### config.mk
export PLATFORM = sky130hd
export DESIGN_NAME = img_slv_arbiter_flat
export DESIGN_NICKNAME = d
export VERILOG_FILES = /design/src/rtl/img_slv_arbiter_if.sv /design/src/rtl/img_slv_arbiter.sv /design/src/flat_wrapper.sv
export SDC_FILE = /design/constraint.sdc
export NUM_CORES = 1
export LEC_CHECK = 0
export CORE_MARGIN = 5
export CORE_UTILIZATION = 45
export CTS_BUF_LIST = sky130_fd_sc_hd__clkbuf_16
export DETAILED_ROUTE_END_ITERATION = 10
export DONT_BUFFER_PORTS = 1
export PLACE_DENSITY = 0.64
export SYNTH_ARGS = -nofsm -noshare
export SYNTH_HDL_FRONTEND = slang
export SYNTH_SLANG_ARGS = --single-unit
### constraint.sdc
create_clock -name clk -period 2.3 [get_ports clk]
set_clock_uncertainty 0.2 [all_clocks]
set_input_delay 0.46 -clock clk [delete_from_list [all_inputs] [get_ports clk]]
set_output_delay 0.46 -clock clk [all_outputs]
set_load 0.03 [all_outputs]
### src/rtl/img_slv_arbiter_if.sv
// Bus bundle between the two pixel slaves, the arbiter and the core.
// slave: the arbiter's view; master: the environment's view.
interface img_slv_arbiter_if #(
  parameter int DATA_WIDTH = 32,
  parameter int COLOR_SIZE = 8,
  parameter int CNT_WIDTH  = 16
);
  logic [1:0]            slv0_mode;
  logic [COLOR_SIZE-1:0] slv0_proc_val;
  logic                  slv0_data_valid;
  logic [DATA_WIDTH-1:0] slv0_data;
  logic                  slv0_last;
  logic                  slv0_rdy;

  logic [1:0]            slv1_mode;
  logic [COLOR_SIZE-1:0] slv1_proc_val;
  logic                  slv1_data_valid;
  logic [DATA_WIDTH-1:0] slv1_data;
  logic                  slv1_last;
  logic                  slv1_rdy;

  logic [1:0]            proc_mode;
  logic [COLOR_SIZE-1:0] proc_val;
  logic                  proc_data_valid;
  logic [DATA_WIDTH-1:0] proc_data;
  logic                  proc_last;
  logic                  proc_rdy;
  logic                  proc_cmplt;

  logic [1:0]            grant;
  logic [CNT_WIDTH-1:0]  beat_cnt;
  logic                  timeout_err;

  modport slave (
    input  slv0_mode, slv0_proc_val,
    input  slv0_data_valid, slv0_data,
    input  slv0_last,
    output slv0_rdy,
    input  slv1_mode, slv1_proc_val,
    input  slv1_data_valid, slv1_data,
    input  slv1_last,
    output slv1_rdy,
    output proc_mode, proc_val,
    output proc_data_valid, proc_data,
    output proc_last,
    input  proc_rdy, proc_cmplt,
    output grant, beat_cnt, timeout_err
  );

  modport master (
    output slv0_mode, slv0_proc_val,
    output slv0_data_valid, slv0_data,
    output slv0_last,
    input  slv0_rdy,
    output slv1_mode, slv1_proc_val,
    output slv1_data_valid, slv1_data,
    output slv1_last,
    input  slv1_rdy,
    input  proc_mode, proc_val,
    input  proc_data_valid, proc_data,
    input  proc_last,
    output proc_rdy, proc_cmplt,
    input  grant, beat_cnt, timeout_err
  );
endinterface

### src/rtl/img_slv_arbiter.sv
// Round-robin burst arbiter sharing the pixel datapath between two slaves.
// Holds ownership until last, then waits for core completion or watchdog.
module img_slv_arbiter #(
  parameter int DATA_WIDTH = 32,
  parameter int COLOR_SIZE = 8,
  parameter int TIMEOUT    = 1024,
  parameter int CNT_WIDTH  = 16
) (
  input logic clk,
  input logic rst,
  img_slv_arbiter_if.slave bus
);
  localparam int WD_W = $clog2(TIMEOUT);
  localparam logic [WD_W-1:0] WD_MAX = WD_W'(TIMEOUT - 1);

  typedef enum logic [1:0] {
    IDLE,
    BURST,
    WAIT_CMPLT
  } state_t;

  state_t                state_q, state_d;
  logic [1:0]            grant_q, grant_d;
  logic                  last_q, last_d;
  logic [1:0]            mode_q, mode_d;
  logic [COLOR_SIZE-1:0] val_q, val_d;
  logic [CNT_WIDTH-1:0]  cnt_q, cnt_d;
  logic [WD_W-1:0]       wd_q, wd_d;
  logic                  terr_q, terr_d;

  logic                  pdv, pl, r0, r1;
  logic [DATA_WIDTH-1:0] pd;
  logic                  beat, pick1;

  always_ff @(posedge clk) begin
    if (rst) begin
      state_q <= IDLE;
      grant_q <= 2'b00;
      last_q  <= 1'b1;
      mode_q  <= '0;
      val_q   <= '0;
      cnt_q   <= '0;
      wd_q    <= '0;
      terr_q  <= 1'b0;
    end else begin
      state_q <= state_d;
      grant_q <= grant_d;
      last_q  <= last_d;
      mode_q  <= mode_d;
      val_q   <= val_d;
      cnt_q   <= cnt_d;
      wd_q    <= wd_d;
      terr_q  <= terr_d;
    end
  end

  // Owner pass-through; grant is only nonzero while in BURST.
  always_comb begin
    pdv = 1'b0;
    pd  = '0;
    pl  = 1'b0;
    r0  = 1'b0;
    r1  = 1'b0;
    unique case (1'b1)
      grant_q[0]: begin
        pdv = bus.slv0_data_valid;
        pd  = bus.slv0_data;
        pl  = bus.slv0_last;
        r0  = bus.proc_rdy;
      end
      grant_q[1]: begin
        pdv = bus.slv1_data_valid;
        pd  = bus.slv1_data;
        pl  = bus.slv1_last;
        r1  = bus.proc_rdy;
      end
      default: ;
    endcase
  end

  assign beat = pdv & bus.proc_rdy;

  always_comb begin
    state_d = state_q;
    grant_d = grant_q;
    last_d  = last_q;
    mode_d  = mode_q;
    val_d   = val_q;
    cnt_d   = cnt_q;
    wd_d    = wd_q;
    terr_d  = 1'b0;
    pick1   = 1'b0;
    case (state_q)
      IDLE: begin
        if (bus.slv0_data_valid | bus.slv1_data_valid) begin
          pick1 = bus.slv1_data_valid
                & (~bus.slv0_data_valid | ~last_q);
          grant_d = pick1 ? 2'b10 : 2'b01;
          mode_d  = pick1 ? bus.slv1_mode
                          : bus.slv0_mode;
          val_d   = pick1 ? bus.slv1_proc_val
                          : bus.slv0_proc_val;
          cnt_d   = '0;
          state_d = BURST;
        end
      end
      BURST: begin
        if (beat) begin
          if (cnt_q != '1)
            cnt_d = cnt_q + CNT_WIDTH'(1);
          if (pl) begin
            state_d = WAIT_CMPLT;
            last_d  = grant_q[1];
            grant_d = 2'b00;
            wd_d    = '0;
          end
        end
      end
      WAIT_CMPLT: begin
        // Completion beats a same-cycle watchdog expiry.
        if (bus.proc_cmplt) begin
          state_d = IDLE;
        end else if (wd_q == WD_MAX) begin
          state_d = IDLE;
          terr_d  = 1'b1;
        end else begin
          wd_d = wd_q + WD_W'(1);
        end
      end
      default: state_d = IDLE;
    endcase
  end

  assign bus.slv0_rdy        = r0;
  assign bus.slv1_rdy        = r1;
  assign bus.proc_data_valid = pdv;
  assign bus.proc_data       = pd;
  assign bus.proc_last       = pl;
  assign bus.proc_mode       = mode_q;
  assign bus.proc_val        = val_q;
  assign bus.grant           = grant_q;
  assign bus.beat_cnt        = cnt_q;
  assign bus.timeout_err     = terr_q;
endmodule

### src/flat_wrapper.sv
// flat-port wrapper written by rule: the top's interface ports become plain ports
module img_slv_arbiter_flat 
#(
  parameter int DATA_WIDTH = 32,
  parameter int COLOR_SIZE = 8,
  parameter int TIMEOUT    = 1024,
  parameter int CNT_WIDTH  = 16
)
  (clk, rst, bus_slv0_mode, bus_slv0_proc_val, bus_slv0_data_valid, bus_slv0_data, bus_slv0_last, bus_slv0_rdy, bus_slv1_mode, bus_slv1_proc_val, bus_slv1_data_valid, bus_slv1_data, bus_slv1_last, bus_slv1_rdy, bus_proc_mode, bus_proc_val, bus_proc_data_valid, bus_proc_data, bus_proc_last, bus_proc_rdy, bus_proc_cmplt, bus_grant, bus_beat_cnt, bus_timeout_err);
  img_slv_arbiter_if #(.DATA_WIDTH(DATA_WIDTH), .COLOR_SIZE(COLOR_SIZE), .CNT_WIDTH(CNT_WIDTH)) bus_i ();
  input logic clk;
  input logic rst;
  input wire logic [$bits(bus_i.slv0_mode)-1:0] bus_slv0_mode;
  input wire logic [$bits(bus_i.slv0_proc_val)-1:0] bus_slv0_proc_val;
  input wire logic [$bits(bus_i.slv0_data_valid)-1:0] bus_slv0_data_valid;
  input wire logic [$bits(bus_i.slv0_data)-1:0] bus_slv0_data;
  input wire logic [$bits(bus_i.slv0_last)-1:0] bus_slv0_last;
  output wire logic [$bits(bus_i.slv0_rdy)-1:0] bus_slv0_rdy;
  input wire logic [$bits(bus_i.slv1_mode)-1:0] bus_slv1_mode;
  input wire logic [$bits(bus_i.slv1_proc_val)-1:0] bus_slv1_proc_val;
  input wire logic [$bits(bus_i.slv1_data_valid)-1:0] bus_slv1_data_valid;
  input wire logic [$bits(bus_i.slv1_data)-1:0] bus_slv1_data;
  input wire logic [$bits(bus_i.slv1_last)-1:0] bus_slv1_last;
  output wire logic [$bits(bus_i.slv1_rdy)-1:0] bus_slv1_rdy;
  output wire logic [$bits(bus_i.proc_mode)-1:0] bus_proc_mode;
  output wire logic [$bits(bus_i.proc_val)-1:0] bus_proc_val;
  output wire logic [$bits(bus_i.proc_data_valid)-1:0] bus_proc_data_valid;
  output wire logic [$bits(bus_i.proc_data)-1:0] bus_proc_data;
  output wire logic [$bits(bus_i.proc_last)-1:0] bus_proc_last;
  input wire logic [$bits(bus_i.proc_rdy)-1:0] bus_proc_rdy;
  input wire logic [$bits(bus_i.proc_cmplt)-1:0] bus_proc_cmplt;
  output wire logic [$bits(bus_i.grant)-1:0] bus_grant;
  output wire logic [$bits(bus_i.beat_cnt)-1:0] bus_beat_cnt;
  output wire logic [$bits(bus_i.timeout_err)-1:0] bus_timeout_err;
  assign bus_i.slv0_mode = bus_slv0_mode;
  assign bus_i.slv0_proc_val = bus_slv0_proc_val;
  assign bus_i.slv0_data_valid = bus_slv0_data_valid;
  assign bus_i.slv0_data = bus_slv0_data;
  assign bus_i.slv0_last = bus_slv0_last;
  assign bus_slv0_rdy = bus_i.slv0_rdy;
  assign bus_i.slv1_mode = bus_slv1_mode;
  assign bus_i.slv1_proc_val = bus_slv1_proc_val;
  assign bus_i.slv1_data_valid = bus_slv1_data_valid;
  assign bus_i.slv1_data = bus_slv1_data;
  assign bus_i.slv1_last = bus_slv1_last;
  assign bus_slv1_rdy = bus_i.slv1_rdy;
  assign bus_proc_mode = bus_i.proc_mode;
  assign bus_proc_val = bus_i.proc_val;
  assign bus_proc_data_valid = bus_i.proc_data_valid;
  assign bus_proc_data = bus_i.proc_data;
  assign bus_proc_last = bus_i.proc_last;
  assign bus_i.proc_rdy = bus_proc_rdy;
  assign bus_i.proc_cmplt = bus_proc_cmplt;
  assign bus_grant = bus_i.grant;
  assign bus_beat_cnt = bus_i.beat_cnt;
  assign bus_timeout_err = bus_i.timeout_err;
  img_slv_arbiter #(.DATA_WIDTH(DATA_WIDTH), .COLOR_SIZE(COLOR_SIZE), .TIMEOUT(TIMEOUT), .CNT_WIDTH(CNT_WIDTH)) u_core (.clk(clk), .rst(rst), .bus(bus_i));
endmodule
run_1/gates.png
(4 px per um)
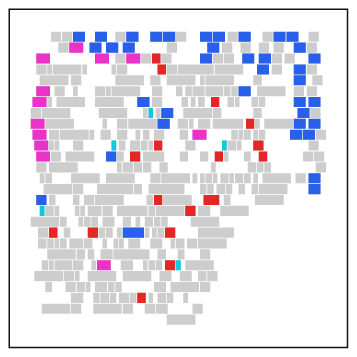
[blue] non-inverting ao/oa cells | cells: 38 | most used: a22o_1
[cyan] inv cells | cells: 5 | most used: inv_1
[red] and/or cells | cells: 17 | most used: and3_1
[magenta] mux cells | cells: 12 | most used: mux2i_1

run_1/route_heat.png
(3 px per um) The die is cut into 17 by 17 equal tiles; dark purple is low, yellow is high, scaled to the fullest tile. Values are wire area over tile area, all layers added.
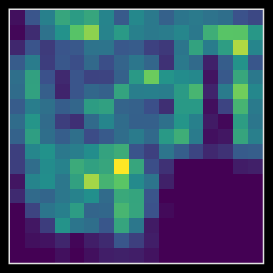
fullest tile: 0.59
densest ninth of the die: top right
tiles over half the peak: 19%
emptiest ninth of the die: bottom right
mean over tiles: 0.18
nearly empty tiles: 18%

run_1/closeup.png
Region (27, 27) to (57, 57) um. Cells in grey, sequential cells in the stronger grey; small squares are vias.
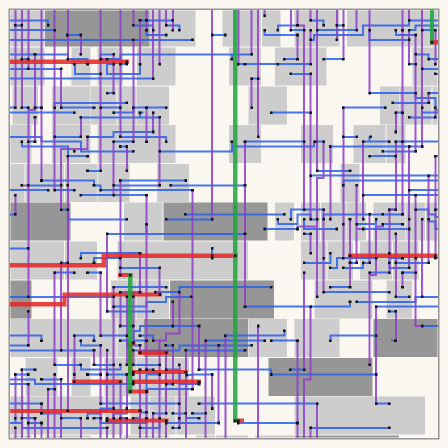
[green] M4
[blue] M1
[purple] M2
[red] M3
sequential cells in the window: 7
netlist names of flops here include: u_core.bus.beat_cnt (2), u_core.state_q (2), u_core.wd_q (2)
most frequent: nor2_1 (11), buf_4 (7), dfxtp_1 (7)
cells with their middle in the window: 74

==> notes.md, run 1 <==
Summary of implementation figures.

Worst setup path
The kind of launch point of the worst setup path is a register. The standard cell with the maximum stage delay on the critical path is sky130_fd_sc_hd__buf_4. The worst setup path endpoint is bus_proc_data[1].

Placement
The post-placement cell area is 2900 um^2. At the end of routability-driven placement, the weighted congestion stood at 0.874.

Status
The flow ran to the end, and the final reports show no timing, DRC or antenna violations.

Power
Overall power consumption after layout is estimated at 1.93 mW. Of the total power, the clock network draws 0.365. In this run the power density over the cells is 633 nW/um^2. VDD sags by at most 0.548 mV.

Drt
For this run, the detailed router's first-pass iteration total came to 7. Wire segments on met2 add up to 3.78 mm in the final route. The via count is 2591.

Cells and area
Leaving out the clock tree, the finished layout contains a buffer count of 57. Registers represent a cell area share of 0.276. Per the final layout report, the fraction of cells sized above drive strength 1 comes to 0.223. The final cell count without fillers is 417. From synthesis to final layout, the design area changed by 23.1%. By instance count after routing, the leading logic cell type is sky130_fd_sc_hd__buf_4.

The area-dominant cell class after layout is multi-input combinational cells. Per the final report, the share of cell area in non-clock buffers is 0.140. The share of the core filled with cells in the final layout is 0.561. Counting the inverters off the clock network in the layout gives 5.

Die
The tap cell count is 72. In the floorplan report the effective utilization is 0.456. The die is 84.2 um wide.

Timing
The final setup TNS is 0 ns. Setup repair after global routing left no endpoint under its margin.

Synth
The synthesized design contains 42 register bits. The synthesized area is 2480 um^2. The area fraction in mux cells is 0.0485.

GRT
The global routing usage on met1 is 0.258. In the global route stage, met2 resource usage came out at 0.344.

CTS
The post-CTS clock slew at the launch and capture registers of the worst setup and hold paths is 0.06 ns. After clock tree synthesis, the flow added hold-fix buffers numbering 0.
--- run 2 (diff from run 1) ---
--- a/config.mk
+++ b/config.mk
@@ -5,12 +5,15 @@
 export SDC_FILE = /design/constraint.sdc
 export NUM_CORES = 1
 export LEC_CHECK = 0
+export CORE_ASPECT_RATIO = 0.75
 export CORE_MARGIN = 5
 export CORE_UTILIZATION = 45
 export CTS_BUF_LIST = sky130_fd_sc_hd__clkbuf_16
 export DETAILED_ROUTE_END_ITERATION = 10
 export DONT_BUFFER_PORTS = 1
 export PLACE_DENSITY = 0.64
+export SKIP_LAST_GASP = 1
+export SLEW_MARGIN = 20
 export SYNTH_ARGS = -nofsm -noshare
 export SYNTH_HDL_FRONTEND = slang
 export SYNTH_SLANG_ARGS = --single-unit
run_2/placed.png
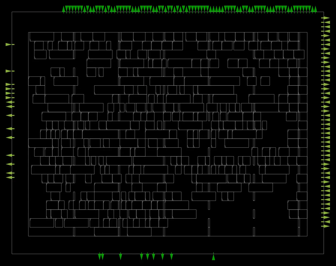
area of the core: 5350 um^2
final cell count without fillers: 423

==> notes.md, run 2 <==
Summary of implementation figures.

Placement
The post-detailed-placement cell area came to 2940 um^2 (+1.3%). The final estimated routing congestion in global placement is 0.803 (-8.2%).

Worst setup path
Per the STA report, the cell with the highest stage delay on the worst path is sky130_fd_sc_hd__dfxtp_1. The worst setup path endpoint is bus_proc_data[0]. STA classifies the critical path startpoint as a register.

Synth
The post-synthesis net count is 395. The share of Yosys cell area claimed by the top area cell type is 0.339. The synthesized area is 2480 um^2 (unchanged). The chip area line in the Yosys stat output reads 2480 um^2. The instance count of the mapped netlist is 301. The area fraction in mux cells is 0.0485 (unchanged). The number of register bits inferred by synthesis is 42 (unchanged). The prevailing logic family in the synthesized netlist is AND-OR/OR-AND gates.

GRT
The global routing usage on met1 is 0.266 (+0.00735). Entering global routing, the biggest net connects 45 pins. The met2 routing resource usage after global routing is 0.323 (-0.0208).

Cells and area
The most instantiated logic cell after routing is sky130_fd_sc_hd__buf_4. The area-dominant cell class after layout is multi-input combinational cells. The total of plain and repair buffers excluding clock buffers is 60 (+5.3%). The share of the core filled with cells in the final layout is 0.585 (+0.0235).

The non-clock buffering overhead in the final layout is 0.148 (+0.00772). The share of cells above drive strength 1 is 0.227 (+0.00382). The count of inverters other than clock inverters in the layout came to 5 (unchanged).

Die
The initial standard-cell utilization of the core is 0.463 (+0.00735). The floorplan step set the die height to 74.3 um. The die span in x is 95.7 um (+14%). The tap cell count is 75 (+4.2%).

CTS
The clock latency on the worst-skew pair is 0.28 ns. The post-CTS clock slew at the launch and capture registers of the worst setup and hold paths was 0.06 ns (about the same). The cts-stage hold buffer count is 0 (unchanged).

Run
The number of warnings in the stage logs is 26.

Power
The worst ir drop on vdd is 0.342 mV (-38%). The relative contribution of the clock network to total power is 0.420 (+0.055). The cell area power density is 683 nW/um^2 (+7.8%). The overall power is 2.14 mW (+11%).

Timing
Setup repair after global routing left no endpoint under its margin. The final setup TNS is 0 ns (unchanged).

Status
The run finished with clean final reports.

Drt
The via count is 2606 (+0.58%). The violation tally recorded at the end of detailed-routing iteration 0 is 217. The detailed-router iteration count before antenna repair is 4 (-3). The met2 wire length came to 3.84 mm (+1.5%).
--- run 3 (diff from run 2) ---
--- a/config.mk
+++ b/config.mk
@@ -5,7 +5,7 @@
 export SDC_FILE = /design/constraint.sdc
 export NUM_CORES = 1
 export LEC_CHECK = 0
-export CORE_ASPECT_RATIO = 0.75
+export CORE_ASPECT_RATIO = 0.9
 export CORE_MARGIN = 5
 export CORE_UTILIZATION = 45
 export CTS_BUF_LIST = sky130_fd_sc_hd__clkbuf_16
run_3/route_heat.png
(3 px per um) The die is cut into 18 by 16 equal tiles; dark purple is low, yellow is high, scaled to the fullest tile. Values are wire area over tile area, all layers added.
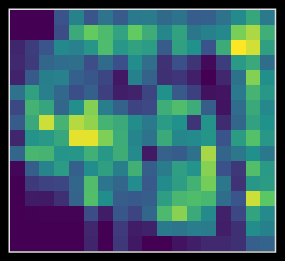
nearly empty tiles: 10%
emptiest ninth of the die: bottom left
densest ninth of the die: left middle
tiles over half the peak: 32%
fullest tile: 0.49

==> notes.md, run 3 <==
Summary of implementation figures.

Synth
The post-synthesis net count is 395 (unchanged). The number of register bits inferred by synthesis is 42 (unchanged). The instance count of the mapped netlist is 301 (unchanged). The share of Yosys cell area claimed by the top area cell type is 0.339 (unchanged).

The synthesized area was 2480 um^2 (unchanged). The prevailing logic family in the synthesized netlist is AND-OR/OR-AND gates. The yosys synthesis chip area is 2480 um^2 (unchanged). The area fraction in mux cells is 0.0485 (unchanged).

Die
The tap cell count was 67 (-11%). The initial standard-cell utilization of the core was 0.469 (+0.00581). The core outline area is 5290 um^2 (-1.2%). The die extent in y is 80.4 um (+8.3%).

Placement
The post-detailed-placement cell area was 2900 um^2 (-1.3%).

Power
The overall power is 1.91 mW (-11%). The cell area power density is 626 nW/um^2 (-8.4%).

Timing
Setup repair after global routing left no endpoint under its margin. The final setup TNS is 0 ns (unchanged).

GRT
The pin count of the biggest net entering global routing is 45 (unchanged). The met2 routing resource usage after global routing was 0.351 (+0.0285). The global routing usage on met1 came to 0.230 (-0.0361).

CTS
The post-CTS clock slew at the launch and capture registers of the worst setup and hold paths is 0.06 ns (about the same). The number of clock sinks is 42. The cts-stage hold buffer count is 0 (unchanged).

Cells and area
By area, multi-input combinational cells come first. The top cell type in the final layout, fill and taps aside, is sky130_fd_sc_hd__buf_4. The share of cells above drive strength 1 is 0.223 (-0.00447). The share of the core filled with cells in the final layout is 0.576 (-0.00852).

The count of inverters other than clock inverters in the layout was 5 (unchanged).

Worst setup path
Among all stages on the critical path, the largest delay is contributed by sky130_fd_sc_hd__buf_4. STA classifies the critical path startpoint as a register. Data on the critical path arrives at its endpoint at 1.39 ns. The worst setup path endpoint is bus_proc_data[2].

Drt
The met2 wire length came to 4.08 mm (+6.3%). The via count came to 2567 (-1.5%).

Status
The flow ran to the end, and the final reports show no timing, DRC or antenna violations.
Power is estimated from default activity; no workload was simulated.
